### config.mk
export PLATFORM = sky130hd
export DESIGN_NAME = chaos_map_seq
export DESIGN_NICKNAME = d
export VERILOG_FILES = /design/src/rtl/chaos_map_seq.sv
export SDC_FILE = /design/constraint.sdc
export NUM_CORES = 1
export LEC_CHECK = 0
export ABC_AREA = 0
export CAP_MARGIN = 20
export CORE_ASPECT_RATIO = 0.8
export CORE_MARGIN = 2
export CORE_UTILIZATION = 48
export CTS_CLUSTER_DIAMETER = 80
export CTS_CLUSTER_SIZE = 12
export DETAILED_ROUTE_END_ITERATION = 10
export PLACE_DENSITY = 0.87
export SETUP_SLACK_MARGIN = 0.15
export SLEW_MARGIN = 20
export SYNTH_ARGS = -nofsm -noshare
export SYNTH_HDL_FRONTEND = slang
export SYNTH_SLANG_ARGS = --single-unit
export TNS_END_PERCENT = 50
### constraint.sdc
create_clock -name clk -period 7.5 [get_ports clk]
set_clock_uncertainty 0.05 [all_clocks]
set_input_delay 0.75 -clock clk [delete_from_list [all_inputs] [get_ports clk]]
set_output_delay 0.75 -clock clk [all_outputs]
set_load 0.01 [all_outputs]
### src/rtl/chaos_map_seq.sv
// Sequencer for the Q1.15 quadratic-map core: load, warm-up, stream samples over
// valid/ready, and reseed the core automatically when the orbit collapses.
module chaos_map_seq #(
    parameter int MAP_LAT   = 3,
    parameter int WARMUP    = 64,
    parameter int STUCK_LIM = 4
) (
    input  logic        clk,
    input  logic        reset,
    input  logic        start,
    input  logic        stop,
    input  logic [15:0] seed,
    input  logic [15:0] r_cfg,
    output logic        map_load,
    output logic [15:0] map_seed,
    output logic [15:0] map_r,
    output logic        map_step,
    input  logic [15:0] map_x,
    output logic        out_valid,
    output logic [15:0] out_data,
    input  logic        out_ready,
    output logic        busy,
    output logic [7:0]  reseed_cnt
);

    typedef enum logic [2:0] {S_IDLE, S_LOAD, S_WARM, S_RUN, S_HOLD} state_t;

    localparam logic [3:0] LAT_C  = 4'(MAP_LAT);
    localparam logic [9:0] WARM_C = 10'(WARMUP);
    localparam logic [3:0] LIM_C  = 4'(STUCK_LIM);

    state_t      state_q, state_d;
    logic [15:0] cur_seed_q, cur_seed_d;
    logic [15:0] map_r_q, map_r_d;
    logic [15:0] prev_x_q, prev_x_d;
    logic [15:0] out_data_q, out_data_d;
    logic        out_valid_q, out_valid_d;
    logic [3:0]  stuck_q, stuck_d;
    logic [9:0]  iter_q, iter_d;
    logic [3:0]  lat_q, lat_d;
    logic [7:0]  reseed_q, reseed_d;

    always_ff @(posedge clk or posedge reset) begin
        if (reset) begin
            state_q     <= S_IDLE;
            cur_seed_q  <= '0;
            map_r_q     <= '0;
            prev_x_q    <= '0;
            out_data_q  <= '0;
            out_valid_q <= 1'b0;
            stuck_q     <= '0;
            iter_q      <= '0;
            lat_q       <= '0;
            reseed_q    <= '0;
        end else begin
            state_q     <= state_d;
            cur_seed_q  <= cur_seed_d;
            map_r_q     <= map_r_d;
            prev_x_q    <= prev_x_d;
            out_data_q  <= out_data_d;
            out_valid_q <= out_valid_d;
            stuck_q     <= stuck_d;
            iter_q      <= iter_d;
            lat_q       <= lat_d;
            reseed_q    <= reseed_d;
        end
    end

    logic [15:0] lfsr_nx;
    logic [3:0]  stuck_nx;
    logic        is_stuck;

    always_comb begin
        state_d     = state_q;
        cur_seed_d  = cur_seed_q;
        map_r_d     = map_r_q;
        prev_x_d    = prev_x_q;
        out_data_d  = out_data_q;
        out_valid_d = out_valid_q;
        stuck_d     = stuck_q;
        iter_d      = iter_q;
        lat_d       = lat_q;
        reseed_d    = reseed_q;
        is_stuck    = 1'b0;
        stuck_nx    = '0;

        // Reseed value: one LFSR shift, never allowed to land on the all-zero lock-up state.
        lfsr_nx = {cur_seed_q[14:0], cur_seed_q[15] ^ cur_seed_q[13] ^ cur_seed_q[12] ^ cur_seed_q[10]};
        if (lfsr_nx == 16'h0000) lfsr_nx = 16'h0001;

        case (state_q)
            S_IDLE: begin
                if (start && !stop) begin
                    cur_seed_d = seed;
                    map_r_d    = r_cfg;
                    reseed_d   = '0;
                    state_d    = S_LOAD;
                end
            end
            S_LOAD: begin
                prev_x_d = cur_seed_q;
                stuck_d  = '0;
                iter_d   = '0;
                lat_d    = '0;
                state_d  = S_WARM;
            end
            S_WARM, S_RUN: begin
                // lat_q==0 is the step cycle; lat_q==MAP_LAT is the capture cycle.
                if (lat_q == LAT_C) begin
                    lat_d    = '0;
                    is_stuck = (map_x == prev_x_q) || (map_x == 16'h0000);
                    stuck_nx = is_stuck ? stuck_q + 4'd1 : 4'd0;
                    stuck_d  = stuck_nx;
                    prev_x_d = map_x;
                    if (stuck_nx == LIM_C) begin
                        cur_seed_d = lfsr_nx;
                        if (reseed_q != 8'hFF) reseed_d = reseed_q + 8'd1;
                        state_d = S_LOAD;
                    end else if (state_q == S_WARM) begin
                        iter_d = iter_q + 10'd1;
                        if ((iter_q + 10'd1) == WARM_C) state_d = S_RUN;
                    end else begin
                        out_data_d  = map_x;
                        out_valid_d = 1'b1;
                        state_d     = S_HOLD;
                    end
                end else begin
                    lat_d = lat_q + 4'd1;
                end
            end
            S_HOLD: begin
                if (out_ready) begin
                    out_valid_d = 1'b0;
                    state_d     = S_RUN;
                end
            end
            default: state_d = S_IDLE;
        endcase

        if (stop) begin
            state_d     = S_IDLE;
            out_valid_d = 1'b0;
        end
    end

    always_comb begin
        map_load   = (state_q == S_LOAD);
        map_step   = ((state_q == S_WARM) || (state_q == S_RUN)) && (lat_q == 4'd0);
        busy       = (state_q != S_IDLE);
        map_seed   = cur_seed_q;
        map_r      = map_r_q;
        out_valid  = out_valid_q;
        out_data   = out_data_q;
        reseed_cnt = reseed_q;
    end

endmodule

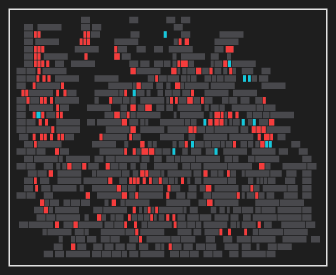
Figure 1: logic cells by family.
Cyan marks inv cells, cells 14, most used inv_1. Red marks nand cells, cells 157, most used nand2_1, where spread over the die.
Non-Filler Instances: 766
most used logic cell in the final layout: clkdlybuf4s50_1

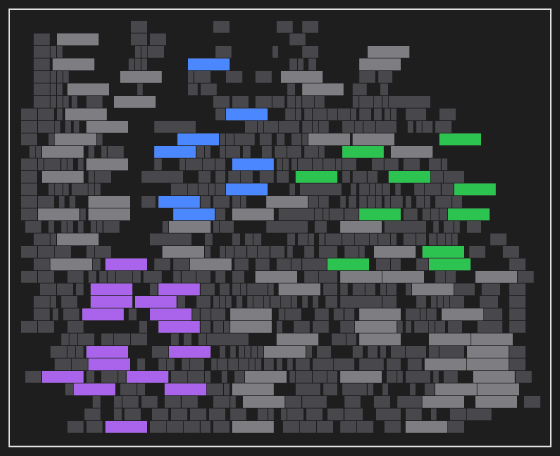
Figure 2: sequential cells grouped by signal name.
Green marks iter_q, flops 10, where east. Purple marks map_seed, flops 16, where south-west. Blue marks reseed_cnt, flops 8.
Another 60 sequential cells are not coloured.

==> CHANGELOG.md <==
### Metrics

- Outcome: finished, final reports clean
- Register area: between 2000 and 2500 um2
- Critical Path Max Stage Delay: between 500 and 600 ps
- Yosys chip area: 4950 um2
- Htree depth: 3
- Gate Area: 2440 um2
- Fin. Hold Viols: 0
- Largest net degree at the start of global routing: 73
- Hold Path Depth: 2
- Cell variety after synth: between 50 and 60
- Sink Count: ~94
- TritonCTS clock tree: done
- Maximum clock path buffer count: 2
- Final instance area: around 6400 um2
- Post-synth regs: approximately 94
- Global Route met3 Usage: 4.41%
- Seq share, synth: 47.5%
- WS Path Type: flip-flop to output pin
- Num CTS Buffers: 9
- Post-CTS setup buffers: 0
- GRT Total Usage: 25.1%
- R2R Setup Slk: around 4600 ps
- Syn Inst Count: ~520
- FMAX: 314 MHz
- Met2 Use GR: 42.7%
- Clock Root Buffer: clkbuf_16
- Synth async-reset ratio: 100%
- Setup Viol. Count Final: 0
- Post-synth top area share: between 40% and 50%
- Mean number of vias per cell: between 5 and 6
- Number of cells in Yosys stat: between 500 and 600
- Hold_buf cts: 0
- Die ar.: approximately 11,000 um2
- Largest area contributor in the netlist: dfrtp_1
- Number of enable flip-flop cells: 0
- Worst-path fanout max: 32
- Final period utilization: approximately 43%
- Area delta synth->final: 30.3%
- Number of global-route vias before repair: roughly 4,400
- Layout net count: a little under 700
- Arr. time, crit path: between 2000 and 2500 ps
- Post-synthesis cell area: approximately 4900 um2
- Critical hold path startpoint: map_r[7]$_DFFE_PP0P_
- Worst Hold Class: flip-flop to flip-flop
- FF-to-FF End: out_data[14]$_DFFE_PP0P_
- Latency at later pin: 340 ps
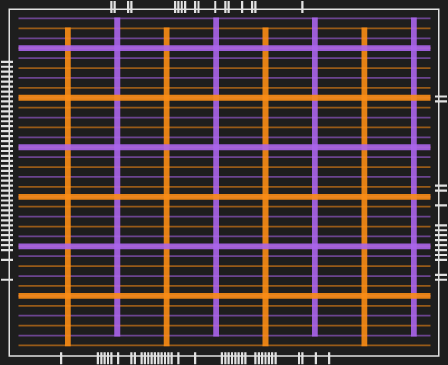
Figure 3: power grid.
Pins as bars on the die edge.
Orange marks VSS. Purple marks VDD.
6 straps on met5. 8 straps on met4.
Chip Height: 94.8 um
peak supply drop: 127 uV
core area: 10,200 um2
die width: 118 um

## area by class of cell
cell class	instances	area share [%]
repair buffers	117	18.0
well taps	140	2.72
clock inverters	6	0.718
flip-flops and latches	94	36.5
clock buffers	9	3.49
inverters	14	0.834
multi-input cells	386	37.8
## cells by family (layout without fill, tap and decap cells)
group,Yosys count,after routing,synth area share [%]
compound gates,96,96,13.3
mux,38,38,8.88
fa+ha+maj,5,5,1.26
buf+inv,42,146,3.44
flops,94,94,47.5
simple gates,226,226,21.8
xor+xnor,21,21,3.72
## cells in the final DEF, fill, tap and decap left out, types with 10 or more instances in the layout
master and instances:
dfrtp_1 94, a31oi_1 21, xor2_1 16, nand2_1 105, clkdlybuf4s50_1 112, nand3_1 30
nor2_1 30, inv_1 12, mux2_4 10, o21ai_1 10, mux2i_1 21, o21ai_0 16
## power breakdown
part           internal (mW)  switching, mW  leakage, nW
logic                  0.268          0.255         1.46
registers              0.628          0.132         1.18
clock network          0.225          0.197        0.128
## per-stage QoR
stage | hold slack [ps] | worst slack [ps] | power [mW]
after floorplan | 409 | 4250 | 1.03
after global placement | 407 | 4070 | 1.25
after detailed placement | 413 | 3940 | 1.28
after CTS | 430 | 4310 | 1.71
after global routing | 453 | 4150 | 1.80
final | 425 | 4310 | 1.71
## routing by layer
layer | part of all wire (%) | vias up | wire (um)
li1 | - | 2055 | -
met1 | 45 | 2239 | 6050
met2 | 48 | 189 | 6520
met3 | 5.7 | 25 | 780
met4 | 1.7 | 0 | 230
met5 | 0 | - | 0
## registers in the layout, indices dropped and copies added, names as in the netlist
signal,cells
map_r,16
reseed_cnt,8
stuck_q,4
out_valid,1
state_q,3
lat_q,4
out_data,16
map_seed,16
iter_q,10
prev_x_q,16
## worst max-delay path, delay by kind of cell (launching register included)
family	cells	cell delay, ps
flops	1	560
simple gates	2	570
buf+inv	2	930
## worst max path at each step
| stage | startpoint | to | slack [ps] | depth (start not counted) |
|---|---|---|---|---|
| floorplan | reset | iter_q[0]$_DFFE_PP0P_ | 4250 | 1 |
| global placement | map_x[3] | map_seed[0]$_DFFE_PP0P_ | 4070 | 7 |
| detailed placement | map_x[10] | map_seed[0]$_DFFE_PP0P_ | 3940 | 7 |
| CTS | map_x[10] | map_seed[0]$_DFFE_PP0P_ | 4310 | 7 |
| global route | state_q[1]$_DFFE_PP0P_ | map_step | 4150 | 4 |
| finish | state_q[1]$_DFFE_PP0P_ | map_step | 4310 | 4 |
No activity file was given, so power comes from the tool's default toggle rates.
